Fig. 1: placed cells, one color a class
Scale bar: 20 um.
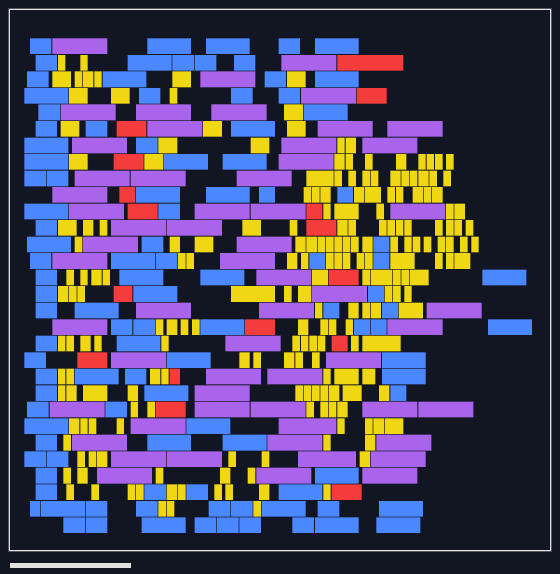
Fig. 2: floorplan with the power grid
Scale bar: 20 um. Pins as bars on the die edge.
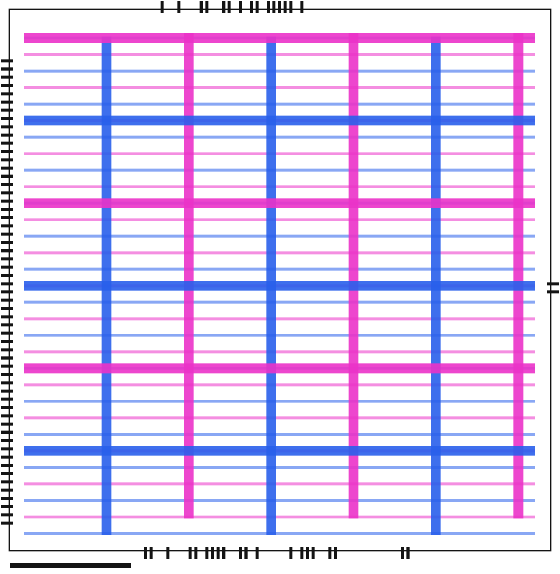
--- src/rtl/mem_port_arbiter_pkg.sv ---
// Shared types and constants for the memory-port arbiter.
//   state_e : arbiter FSM states
//   grant_e : which requester owns (or last owned) the memory port
//   PH0_*   : transaction tag values seen by the memory-data demultiplexer
package mem_port_arbiter_pkg;

  typedef enum logic [2:0] {
    StIdle,
    StIssue,
    StWaitData,
    StAck,
    StWaitRelease,
    StWaitRtz
  } state_e;

  typedef enum logic {
    GntInstr,
    GntCache
  } grant_e;

  localparam logic [1:0] PH0_INSTR = 2'b10;
  localparam logic [1:0] PH0_CACHE = 2'b00;
  localparam logic [1:0] PH0_IDLE  = 2'b01;

  // Width of the WAIT_DATA timeout counter.
  localparam int unsigned TimeoutCntW = 8;

endpackage

--- src/rtl/mem_port_arbiter_sync.sv ---
// Multi-stage flip-flop synchroniser for one asynchronous handshake bit.
//   clk   : destination clock
//   rst_n : asynchronous active-low reset, clears every stage
//   d     : asynchronous input
//   q     : synchronised output, STAGES cycles behind d
module sync_bit #(
  parameter int unsigned STAGES = 2
) (
  input  logic clk,
  input  logic rst_n,
  input  logic d,
  output logic q
);

  logic [STAGES-1:0] sync_q;

  always_ff @(posedge clk or negedge rst_n) begin
    if (!rst_n) begin
      sync_q <= '0;
    end else begin
      sync_q <= {sync_q[STAGES-2:0], d};
    end
  end

  assign q = sync_q[STAGES-1];

endmodule

--- src/rtl/mem_port_arbiter.sv ---
// Shares one memory port between the instruction-fetch and data-cache requesters.
// Each winning four-phase request becomes one memory transaction tagged on ph0; the
// return-to-zero is completed on both sides before the next request is accepted.
//   clk, rst_n                    : clock, asynchronous active-low reset
//   instr_req/instr_addr/instr_ack: fetch four-phase handshake
//   cache_req/cache_we/cache_addr/cache_wdata/cache_ack : cache four-phase handshake
//   mem_req/mem_we/mem_addr/mem_wdata : memory transaction outputs
//   ph0                           : tag 10=instr, 00=cache, 01=spacer
//   mem_done                      : asynchronous four-phase completion
//   busy                          : FSM not idle
//   timeout_err                   : sticky, set when a transaction times out
module mem_port_arbiter
  import mem_port_arbiter_pkg::*;
#(
  parameter int unsigned ADDR_W      = 16,
  parameter int unsigned DATA_W      = 16,
  parameter int unsigned SYNC_STAGES = 2,
  parameter int unsigned TIMEOUT     = 255
) (
  input  logic              clk,
  input  logic              rst_n,
  input  logic              instr_req,
  input  logic [ADDR_W-1:0] instr_addr,
  output logic              instr_ack,
  input  logic              cache_req,
  input  logic              cache_we,
  input  logic [ADDR_W-1:0] cache_addr,
  input  logic [DATA_W-1:0] cache_wdata,
  output logic              cache_ack,
  output logic              mem_req,
  output logic              mem_we,
  output logic [ADDR_W-1:0] mem_addr,
  output logic [DATA_W-1:0] mem_wdata,
  output logic [1:0]        ph0,
  input  logic              mem_done,
  output logic              busy,
  output logic              timeout_err
);

  localparam logic [TimeoutCntW-1:0] TimeoutCnt = TimeoutCntW'(TIMEOUT);

  logic req_i, req_c, done;

  sync_bit #(.STAGES(SYNC_STAGES)) u_sync_instr (
    .clk  (clk),
    .rst_n(rst_n),
    .d    (instr_req),
    .q    (req_i)
  );

  sync_bit #(.STAGES(SYNC_STAGES)) u_sync_cache (
    .clk  (clk),
    .rst_n(rst_n),
    .d    (cache_req),
    .q    (req_c)
  );

  sync_bit #(.STAGES(SYNC_STAGES)) u_sync_done (
    .clk  (clk),
    .rst_n(rst_n),
    .d    (mem_done),
    .q    (done)
  );

  state_e                 state_q;
  grant_e                 grant_q, last_grant_q, win;
  logic [TimeoutCntW-1:0] cnt_q;
  logic                   mem_req_q, mem_we_q, instr_ack_q, cache_ack_q, timeout_err_q;
  logic [ADDR_W-1:0]      mem_addr_q;
  logic [DATA_W-1:0]      mem_wdata_q;
  logic [1:0]             ph0_q;
  logic                   grant_req;

  // Round robin: on a tie the requester that did not win last time gets the port.
  always_comb begin
    win = GntInstr;
    if (req_i && req_c) begin
      win = (last_grant_q == GntCache) ? GntInstr : GntCache;
    end else if (req_c) begin
      win = GntCache;
    end
  end

  assign grant_req = (grant_q == GntInstr) ? req_i : req_c;

  // Outputs are loaded on the edge that enters ISSUE so mem_req is visible one
  // cycle after the synchronised request is seen in IDLE.
  always_ff @(posedge clk or negedge rst_n) begin
    if (!rst_n) begin
      state_q       <= StIdle;
      grant_q       <= GntInstr;
      last_grant_q  <= GntCache;
      cnt_q         <= '0;
      mem_req_q     <= 1'b0;
      mem_we_q      <= 1'b0;
      mem_addr_q    <= '0;
      mem_wdata_q   <= '0;
      ph0_q         <= PH0_IDLE;
      instr_ack_q   <= 1'b0;
      cache_ack_q   <= 1'b0;
      timeout_err_q <= 1'b0;
    end else begin
      unique case (state_q)
        StIdle: begin
          if (req_i || req_c) begin
            state_q      <= StIssue;
            grant_q      <= win;
            last_grant_q <= win;
            cnt_q        <= '0;
            mem_req_q    <= 1'b1;
            if (win == GntInstr) begin
              mem_addr_q  <= instr_addr;
              mem_we_q    <= 1'b0;
              mem_wdata_q <= '0;
              ph0_q       <= PH0_INSTR;
            end else begin
              mem_addr_q  <= cache_addr;
              mem_we_q    <= cache_we;
              mem_wdata_q <= cache_wdata;
              ph0_q       <= PH0_CACHE;
            end
          end
        end
        StIssue: begin
          state_q <= StWaitData;
        end
        StWaitData: begin
          if (done || (cnt_q == TimeoutCnt)) begin
            // A timed-out requester is still acknowledged; its data is undefined.
            if (!done) begin
              timeout_err_q <= 1'b1;
            end
            state_q     <= StAck;
            instr_ack_q <= (grant_q == GntInstr);
            cache_ack_q <= (grant_q == GntCache);
          end else begin
            cnt_q <= cnt_q + TimeoutCntW'(1);
          end
        end
        StAck: begin
          state_q <= StWaitRelease;
        end
        StWaitRelease: begin
          if (!grant_req) begin
            instr_ack_q <= 1'b0;
            cache_ack_q <= 1'b0;
            mem_req_q   <= 1'b0;
            ph0_q       <= PH0_IDLE;
            state_q     <= StWaitRtz;
          end
        end
        StWaitRtz: begin
          if (!done) begin
            state_q <= StIdle;
          end
        end
        default: begin
          state_q <= StIdle;
        end
      endcase
    end
  end

  assign instr_ack   = instr_ack_q;
  assign cache_ack   = cache_ack_q;
  assign mem_req     = mem_req_q;
  assign mem_we      = mem_we_q;
  assign mem_addr    = mem_addr_q;
  assign mem_wdata   = mem_wdata_q;
  assign ph0         = ph0_q;
  assign busy        = (state_q != StIdle);
  assign timeout_err = timeout_err_q;

endmodule

--- config.mk ---
export PLATFORM = sky130hd
export DESIGN_NAME = mem_port_arbiter
export DESIGN_NICKNAME = d
export VERILOG_FILES = /design/src/rtl/mem_port_arbiter_pkg.sv /design/src/rtl/mem_port_arbiter_sync.sv /design/src/rtl/mem_port_arbiter.sv
export SDC_FILE = /design/constraint.sdc
export NUM_CORES = 1
export LEC_CHECK = 0
export ABC_AREA = 1
export CAP_MARGIN = 20
export CORE_MARGIN = 2
export CORE_UTILIZATION = 35
export DETAILED_ROUTE_END_ITERATION = 6
export HOLD_SLACK_MARGIN = 0.1
export PLACE_DENSITY = 0.66
export REMOVE_ABC_BUFFERS = 1
export SYNTH_ARGS = -nofsm -noshare
export SYNTH_HDL_FRONTEND = slang
export SYNTH_SLANG_ARGS = --single-unit
--- constraint.sdc ---
create_clock -name clk -period 1.55 [get_ports clk]
set_input_delay 0.465 -clock clk [delete_from_list [all_inputs] [get_ports clk]]
set_output_delay 0.465 -clock clk [all_outputs]
set_load 0.1 [all_outputs]
==> results.ini <==
[global_route]
grt_use_met1=0.216
grt_pass1_vias=2299
grt_pass1_wl_um=10900
busiest_layer=met2
grt_max_degree=59
grt_util_met3=0.0979
antenna_found_initial=0

[critical_path]
path_delay_family=flip-flops
r2r_cells=7
cp-startpoint=ph0[0]
critPathSlowestCell=dfstp_2
slowest_delay_ns=0.56
critPathRequiredTime_ns=1.08
cp.depth=1
crit_fanout=2
path_buffers=1
cp_cell_sequence=buf_12
r2r_start=state_q[2]

[route]
postRouteAntennaNets=0
wl_met2_um=3070
wl_per_cell_um=13.7
vias=2289
wirelength_um=6670
first_iter_violations=118
dr.pass1.iters=5
wl_met3_um=773
dr.max_layer_used=met4
wl_met1_um=2690

[layout]
antennaDiodeCount=0
area_growth_pct=69.4
logic_area_um2=951
final_cell_mix=nand2_1, dfrtp_1, clkdlybuf4s50_1
mostFrequentLayoutCell=nand2_1
final_nets=440
drive_above_1_share=0.223

[yosys]
synthesis.area_um2=2520
async_reset_ff_frac=1.00
ff_type=dfrtp_1
edf_count=0
synthesis.yosys.warnings=0
ys_types=28
numSynthFlops=58

[job]
cap_violations=0

[final_timing]
slew_viol_final=0
slew_headroom=0.794
fin_crit_sh=0.998
finalSetupViolCount=0
hold_viol=0
rsz0062_at_grt=yes
whs_ns=0.110
setup_tns_ns=0
worst_pin_slew_ns=0.310

[clocking]
clockBufferDepth=2
cts_tree=built
clkTransAtPathRegs_ns=0.07
htreeDepth=3
cts_inserted_buffers=9
clkLatencyLatePin_ns=0.34

[placed_design]
dpl_cell_area_um2=4010
dp_cells=462
place.gp.congestion=0.902
port-buffer-count=93

[hold_path]
hold_class=input pin to async pin

[run_status]
status=complete, no violations

[floorplan]
chip_area_um2=7910

About Fig. 1:
clock drivers and dummy loads -> red  # cells 16
registers -> purple  # cells 58
remaining buffers and delay cells -> blue  # cells 107
remaining logic cells -> yellow  # cells 209
Site Rows: 30
Final Core Density: 0.623
post-route cell area: 4280 um^2

About Fig. 2:
VSS -> blue
VDD -> magenta
met4 straps = 6
signal pins = 94
rows = 30
met5 straps = 6
Core ar.: 6870 um^2
chip height: 88.9 um
die width: 88.9 um

## what timing repair did
action	CTS	global route
buffers inserted	7	0
pin swaps	1	3
gates resized	2	1
gates cloned	0	1
endpoints found under the setup margin	2	20
hold endpoints to repair	0	0
hold buffers	0	0
## cells in the mapped netlist (2+ instances only)
library cell,instances,area share
o21ai_0,8,0.016
dfrtp_1,56,0.56
nand2_1,99,0.15
nand2_4,2,0.0089
nand3_1,29,0.057
inv_1,18,0.027
nor2_4,2,0.0089
buf_4,3,0.0089
o21ai_1,2,0.0040
dfstp_2,2,0.021
nor2_1,16,0.024
nor3_1,2,0.0040
a22o_1,17,0.059
buf_2,4,0.0079
## kinds of logic (layout without fill, tap and decap cells)
kind of cell | Yosys count | count (layout) | synth area share
AND/OR/NAND/NOR | 156 | 157 | 0.277
adder cells (fa/ha/maj) | 1 | 1 | 0.00495
flip-flops | 58 | 58 | 0.576
buffers and inverters | 28 | 143 | 0.0520
AND-OR/OR-AND | 31 | 31 | 0.0902
## flip-flops by register name, summed over array words and instances (netlist names)
signal,count
state_q,3
mem_addr,16
cnt_q,8
u_sync_done.sync_q,2
u_sync_cache.sync_q,2
cache_ack,1
u_sync_instr.sync_q,2
mem_wdata,16
grant_q,1
timeout_err,1
ph0,2
instr_ack,1
mem_req,1
mem_we,1
last_grant_q,1
## area by class of cell
class	instances	area share
timing repair buffer	107	0.343
sequential	58	0.340
multi-input combinational	189	0.222
clock buffer	10	0.0322
tap	96	0.0281
inverter	20	0.0187
clock inverter	6	0.0155
